## src/rtl/mux_uart_tx.sv

```systemverilog
// mux_uart_tx: memory-mapped UART transmitter on the CPU6 bus with a small
// transmit FIFO and an 8N1 serializer.
//
// Parameters
//   CLKS_PER_BIT  clocks per serial bit time (2..255)
//   DEPTH         transmit FIFO depth in bytes (power of two, 2..16)
//   BASE          status register address; data register lives at BASE+1
//
// Ports
//   clock      in   sole clock, rising edge
//   reset      in   synchronous, active-high reset
//   address    in   [15:0] bus address
//   write_en   in   bus write strobe
//   data_in    in   [7:0] bus write data
//   data_out   out  [7:0] read data, combinational from address and state
//   sel        out  high when address hits BASE or BASE+1
//   txd        out  serial transmit line, idle high, registered
//   tx_active  out  high while a frame is being shifted out
module mux_uart_tx #(
  parameter int unsigned CLKS_PER_BIT = 16,
  parameter int unsigned DEPTH        = 4,
  parameter logic [15:0] BASE         = 16'hf200
) (
  input  logic        clock,
  input  logic        reset,
  input  logic [15:0] address,
  input  logic        write_en,
  input  logic [7:0]  data_in,
  output logic [7:0]  data_out,
  output logic        sel,
  output logic        txd,
  output logic        tx_active
);

  localparam int unsigned PTR_W  = (DEPTH > 1) ? $clog2(DEPTH) : 1;
  localparam int unsigned CNT_W  = PTR_W + 1;
  localparam int unsigned BAUD_W = 8;
  localparam int unsigned BIT_W  = 3;

  localparam logic [15:0]       DATA_ADDR  = BASE + 16'd1;
  localparam logic [BAUD_W-1:0] BAUD_LAST  = BAUD_W'(CLKS_PER_BIT - 1);
  localparam logic [CNT_W-1:0]  COUNT_FULL = CNT_W'(DEPTH);
  localparam logic [BIT_W-1:0]  BIT_LAST   = BIT_W'(7);

  localparam logic [1:0] S_IDLE  = 2'd0;
  localparam logic [1:0] S_START = 2'd1;
  localparam logic [1:0] S_DATA  = 2'd2;
  localparam logic [1:0] S_STOP  = 2'd3;

  // State and datapath registers
  logic [1:0]        r_state;
  logic [BAUD_W-1:0] r_baud;
  logic [BIT_W-1:0]  r_bit;
  logic [7:0]        r_shift;
  logic              r_txd;
  logic              r_overrun;
  logic [7:0]        r_mem [DEPTH];
  logic [PTR_W-1:0]  r_wr_ptr;
  logic [PTR_W-1:0]  r_rd_ptr;
  logic [CNT_W-1:0]  r_count;

  // Next-state values and strobes
  logic [1:0]        w_nxt_state;
  logic [BAUD_W-1:0] w_nxt_baud;
  logic [BIT_W-1:0]  w_nxt_bit;
  logic [7:0]        w_nxt_shift;
  logic              w_nxt_txd;
  logic              w_pop;
  logic              w_full;
  logic              w_empty;
  logic              w_data_wr;
  logic              w_push;
  logic              w_drop;
  logic              w_ovr_clr;
  logic              w_baud_end;

  // Fullness is judged on the pre-edge count, so a pop on the same edge
  // never rescues a push into a full FIFO.
  assign w_full     = (r_count == COUNT_FULL);
  assign w_empty    = (r_count == '0);
  assign w_data_wr  = write_en && (address == DATA_ADDR);
  assign w_push     = w_data_wr && !w_full;
  assign w_drop     = w_data_wr && w_full;
  assign w_ovr_clr  = write_en && (address == BASE);
  assign w_baud_end = (r_baud == BAUD_LAST);

  // Serializer next-state and output logic
  always_comb begin
    w_nxt_state = r_state;
    w_nxt_baud  = r_baud;
    w_nxt_bit   = r_bit;
    w_nxt_shift = r_shift;
    w_nxt_txd   = r_txd;
    w_pop       = 1'b0;
    case (r_state)
      S_IDLE: begin
        w_nxt_txd = 1'b1;
        if (!w_empty) begin
          w_pop       = 1'b1;
          w_nxt_shift = r_mem[r_rd_ptr];
          w_nxt_bit   = '0;
          w_nxt_baud  = '0;
          w_nxt_txd   = 1'b0;
          w_nxt_state = S_START;
        end
      end
      S_START: begin
        if (w_baud_end) begin
          w_nxt_baud  = '0;
          w_nxt_bit   = '0;
          w_nxt_txd   = r_shift[0];
          w_nxt_state = S_DATA;
        end else begin
          w_nxt_baud = r_baud + BAUD_W'(1);
        end
      end
      S_DATA: begin
        if (w_baud_end) begin
          w_nxt_baud = '0;
          if (r_bit == BIT_LAST) begin
            w_nxt_txd   = 1'b1;
            w_nxt_state = S_STOP;
          end else begin
            // Shift right; the next bit to present is the current bit 1
            w_nxt_bit   = r_bit + BIT_W'(1);
            w_nxt_shift = {1'b0, r_shift[7:1]};
            w_nxt_txd   = r_shift[1];
          end
        end else begin
          w_nxt_baud = r_baud + BAUD_W'(1);
        end
      end
      S_STOP: begin
        if (w_baud_end) begin
          w_nxt_baud = '0;
          if (!w_empty) begin
            // Chain straight into the next start bit with no idle gap
            w_pop       = 1'b1;
            w_nxt_shift = r_mem[r_rd_ptr];
            w_nxt_bit   = '0;
            w_nxt_txd   = 1'b0;
            w_nxt_state = S_START;
          end else begin
            w_nxt_txd   = 1'b1;
            w_nxt_state = S_IDLE;
          end
        end else begin
          w_nxt_baud = r_baud + BAUD_W'(1);
        end
      end
      default: begin
        w_nxt_txd   = 1'b1;
        w_nxt_state = S_IDLE;
      end
    endcase
  end

  // State register, FIFO pointers/count and overrun flag
  always_ff @(posedge clock) begin
    if (reset) begin
      r_state   <= S_IDLE;
      r_baud    <= '0;
      r_bit     <= '0;
      r_shift   <= '0;
      r_txd     <= 1'b1;
      r_overrun <= 1'b0;
      r_wr_ptr  <= '0;
      r_rd_ptr  <= '0;
      r_count   <= '0;
    end else begin
      r_state <= w_nxt_state;
      r_baud  <= w_nxt_baud;
      r_bit   <= w_nxt_bit;
      r_shift <= w_nxt_shift;
      r_txd   <= w_nxt_txd;
      if (w_push) begin
        r_wr_ptr <= r_wr_ptr + PTR_W'(1);
      end
      if (w_pop) begin
        r_rd_ptr <= r_rd_ptr + PTR_W'(1);
      end
      case ({w_push, w_pop})
        2'b10:   r_count <= r_count + CNT_W'(1);
        2'b01:   r_count <= r_count - CNT_W'(1);
        default: r_count <= r_count;
      endcase
      if (w_ovr_clr) begin
        r_overrun <= 1'b0;
      end else if (w_drop) begin
        r_overrun <= 1'b1;
      end
    end
  end

  // FIFO storage; contents are don't-care while pointers sit in reset
  always_ff @(posedge clock) begin
    if (!reset && w_push) begin
      r_mem[r_wr_ptr] <= data_in;
    end
  end

  assign txd       = r_txd;
  assign tx_active = (r_state != S_IDLE);

  // Bus read mux
  always_comb begin
    data_out = 8'h00;
    sel      = 1'b0;
    if (address == BASE) begin
      sel      = 1'b1;
      data_out = {tx_active, r_overrun, 4'b0000, ~w_full, 1'b0};
    end else if (address == DATA_ADDR) begin
      sel = 1'b1;
    end
  end

endmodule

```

## config.mk

```make
export PLATFORM = sky130hd
export DESIGN_NAME = mux_uart_tx
export DESIGN_NICKNAME = d
export VERILOG_FILES = /design/src/rtl/mux_uart_tx.sv
export SDC_FILE = /design/constraint.sdc
export NUM_CORES = 1
export LEC_CHECK = 0
export ABC_AREA = 0
export CAP_MARGIN = 20
export CORE_MARGIN = 3
export CORE_UTILIZATION = 50
export DETAILED_ROUTE_END_ITERATION = 10
export GPL_TIMING_DRIVEN = 0
export PLACE_DENSITY = 0.73
export SLEW_MARGIN = 20
export SYNTH_ARGS = -nofsm -noshare
export SYNTH_HDL_FRONTEND = slang
export SYNTH_SLANG_ARGS = --single-unit
```

## constraint.sdc

```tcl
create_clock -name clock -period 7.85 [get_ports clock]
set_input_delay 1.57 -clock clock [delete_from_list [all_inputs] [get_ports clock]]
set_output_delay 1.57 -clock clock [all_outputs]
set_load 0.05 [all_outputs]
```

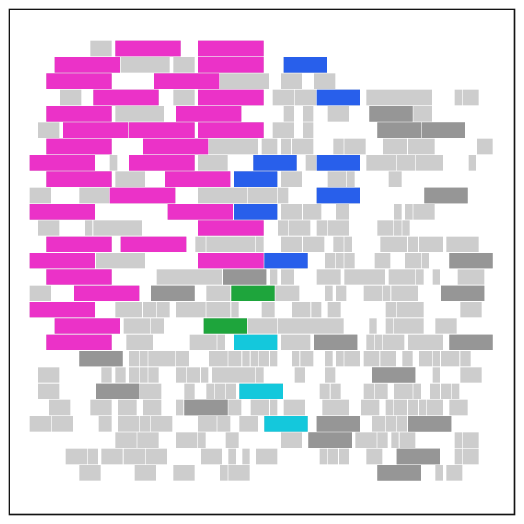
*Where the registers sit*
(6 px per um) Other sequential cells in the stronger gray, the rest of the logic in the fainter gray.
legend:
  cyan:
    name_in_the_netlist: r_count
    placed_flops: 3
  green:
    name_in_the_netlist: r_rd_ptr
    placed_flops: 2
  blue:
    name_in_the_netlist: r_shift
    placed_flops: 8
  magenta:
    name_in_the_netlist: r_mem
    placed_flops: 32

==> impl_metrics.toml <==
# implementation run metrics
[outcome]
status = "finished clean"

[floorplan]
num_rows = 27
io_pins = 38
die_y_um = 83.95
fp.dieW_um = 83.95
core_util_floorplan = 0.5353
dieArea_mm2 = 0.007047
core-area_mm2 = 0.005675

[timing]
finalClockPeriodUsage = 0.6724
fmax_ghz = 0.1895
worst_pin_slew_ps = 562.1
clock_skew_ps = 7.209
slew-limit-headroom = 0.6253
fin_crit_ps = 5278
hold_viol = 0
rsz0062_at_grt = "false"
drv_slew = 0
fin_tns_setup_ps = 0
setup_violations = 0

[drt]
drc = 0
wl_per_cell_um = 15.10
vias = 2072
via_per_inst = 5.481
drtAntennaViolNets = 0
dr.first_iter.drc_count = 110
dr.pass1.iters = 4
routed_wirelength_mm = 5.708

[yosys]
synth-main-ff-cell = "edfxtp_1"
syn-cell-area_mm2 = 0.003038
top_area_frac = 0.3163
synth-edff-count = 32
ys_cells = 254
synthCells = 254
largest_area_cell = "edfxtp_1"
synth_flops = 64
postSynthSeqShare = 0.5272
avgSynthCellArea_um2 = 11.96
top_cells_by_count = "dfxtp_1, edfxtp_1, nor2_1"
ys_chip_area_mm2 = 0.003038
top_cells_by_area = "edfxtp_1, dfxtp_1, mux4_2, ha_1, mux2i_1"
ys_types = 55
yosys_warnings = 0
synthArstFlopShare = 0

[worst_hold_path]
hold-path-endpoint = "r_shift[7]"
hold_depth = 2
hold_path.startpoint = "r_shift[7]"
hp-class = "register to register"

[critical_path]
start_kind = "input pin"
crit_fanout = 8
critPathMaxStageDelay_ps = 800
critPathRequiredTime_ps = 6280
crit_chain = "clkdlybuf4s50_1 > nor4b_1 > nand4_1 > clkinv_1 > nand2_1 > nor2_1 > clkdlybuf4s50_1"
crit_start = "address[7]"
r2r_slack_ps = 4990
cp-endpoint = "data_out[1]"
crit_type = "input pin to output pin"
crit_arrival_ps = 3710
crit_slowest_cell = "clkdlybuf4s50_1"
reg2reg_to = "r_count[2]"
endpoint_kind = "output pin"
cpMostUsedCell = "clkdlybuf4s50_1"
worstReg2RegStart = "r_baud[0]"
rr_worst_depth = 10

[power]
ir_drop_v = 0.0001533
swShare = 0.2365
p_clk_frac = 0.413
cellInternalPower_uw = 612.7
combPwrFrac = 0.137
totalPowerFinal_uw = 802.5
top_power_group = "sequential cells"
p_leak_nw = 1.401
pg_comb_uw = 110
power_frac_seq = 0.450
seq_power_uw = 361
powerDensity_mw_per_mm2 = 216.9
switchingPower_uw = 189.8
pg_clk_uw = 332

[layout]
drive_above_1_share = 0.1405
fill_cells = 450
syn_to_final_growth_pct = 21.79
fin_cells = 378
layout_top_cells = "dfxtp_1, clkdlybuf4s50_1, edfxtp_1, nor2_1, o21ai_0"
final_nets = 342
antenna_cells = 0

[clocking]
htreeDepth = 3
clockBufferDepth = 2
cts_sinks = 64
clk_latency_ps = 330
post-cts-setup-buffer-count = 0
cts_hold_buffers = 0
cts_tree = "yes"
clk_pin_slew_ps = 60
cts_resized = 0
cts-root-buf = "clkbuf_8"
cts_inserted_buffers = 9

[global_route]
grt.overflow.total = 0
grt_pass1_vias = 2057
grt_max_degree = 13
grt_antenna_before_repair = 0
grt.total_usage = 0.1701
grt_first_pass_wirelength_mm = 9.556

[job]
drv_cap = 0
warning_count = 33

[place]
placed_cells = 362
dp_hpwl_mm = 4.083
io_buffers = 32
place_congestion = 0.7905
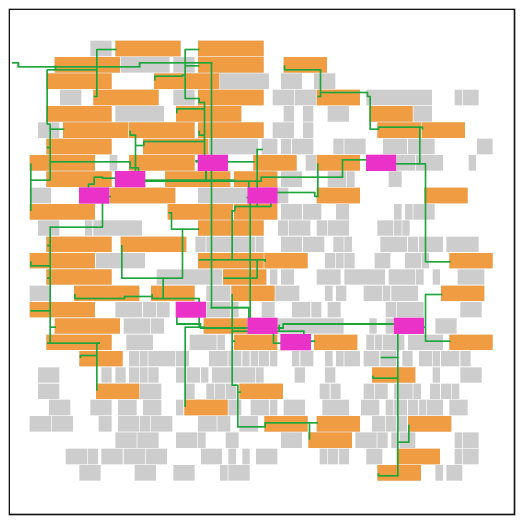
*Routed clock nets over the placement*
(6 px per um)
legend:
  green:
    item: clock wires
    length: 758 um
  magenta:
    item: clock drivers
    count: 9
  orange:
    item: flip-flops
    count: 64
flops lie: spread over the die
routed clock nets: 10

area by class of cell:
class	instances	area [um2]	share of cell area
tap	72	90.09	0.02435
sequential	64	1602	0.4329
inverter	14	52.55	0.01420
clock buffer	10	127.6	0.03449
timing repair buffer	32	320.3	0.08657
multi-input combinational	166	1321	0.3571
clock inverter	6	108.9	0.02942
buffer	14	77.57	0.02097
metrics by stage:
| stage | instance area (um2) | utilization | setup WS (ps) | hold slack (ps) |
|---|---|---|---|---|
| after floorplan | 3053 | - | 3159 | 439.4 |
| after global placement | 3463 | 0.6102 | 2593 | 449.9 |
| after detailed placement | 3463 | 0.6102 | 2571 | 456.0 |
| after CTS | 3700 | 0.6519 | 2574 | 465.7 |
| after global routing | 3700 | 0.6519 | 2451 | 497.8 |
| final | 3700 | 0.6519 | 2572 | 464.9 |
worst max-delay path, delay by kind of cell:
family                 cells  cell delay (ps)
buffers and inverters      3             1410
AND/OR/NAND/NOR            4              730
flip-flops by register name (all words and copies together) (netlist names), named ones only:
signal	cells
r_rd_ptr	2
r_shift	8
r_state	2
r_mem	32
r_baud	8
r_count	3
txd	1
r_wr_ptr	2
r_bit	3
r_overrun	1
metal layers:
metal / global-route usage / wire, um
met1: 0.2125 / 2693
met2: 0.2791 / 2744
met3: 0.05429 / 207
met4: 0.05702 / 62
met5: 0 / 0
cells by family (layout without fill, tap and decap cells):
logic type      Yosys count  count (layout)  share of synthesized area
xor+xnor                  4               4                    0.01153
flops                    64              64                     0.5272
simple gates             71              71                     0.1310
mux                      20              20                     0.1005
compound gates           52              52                     0.1256
fa+ha+maj                14              14                    0.06013
other cells               1               5                   0.001234
buf+inv                  28              76                    0.04284
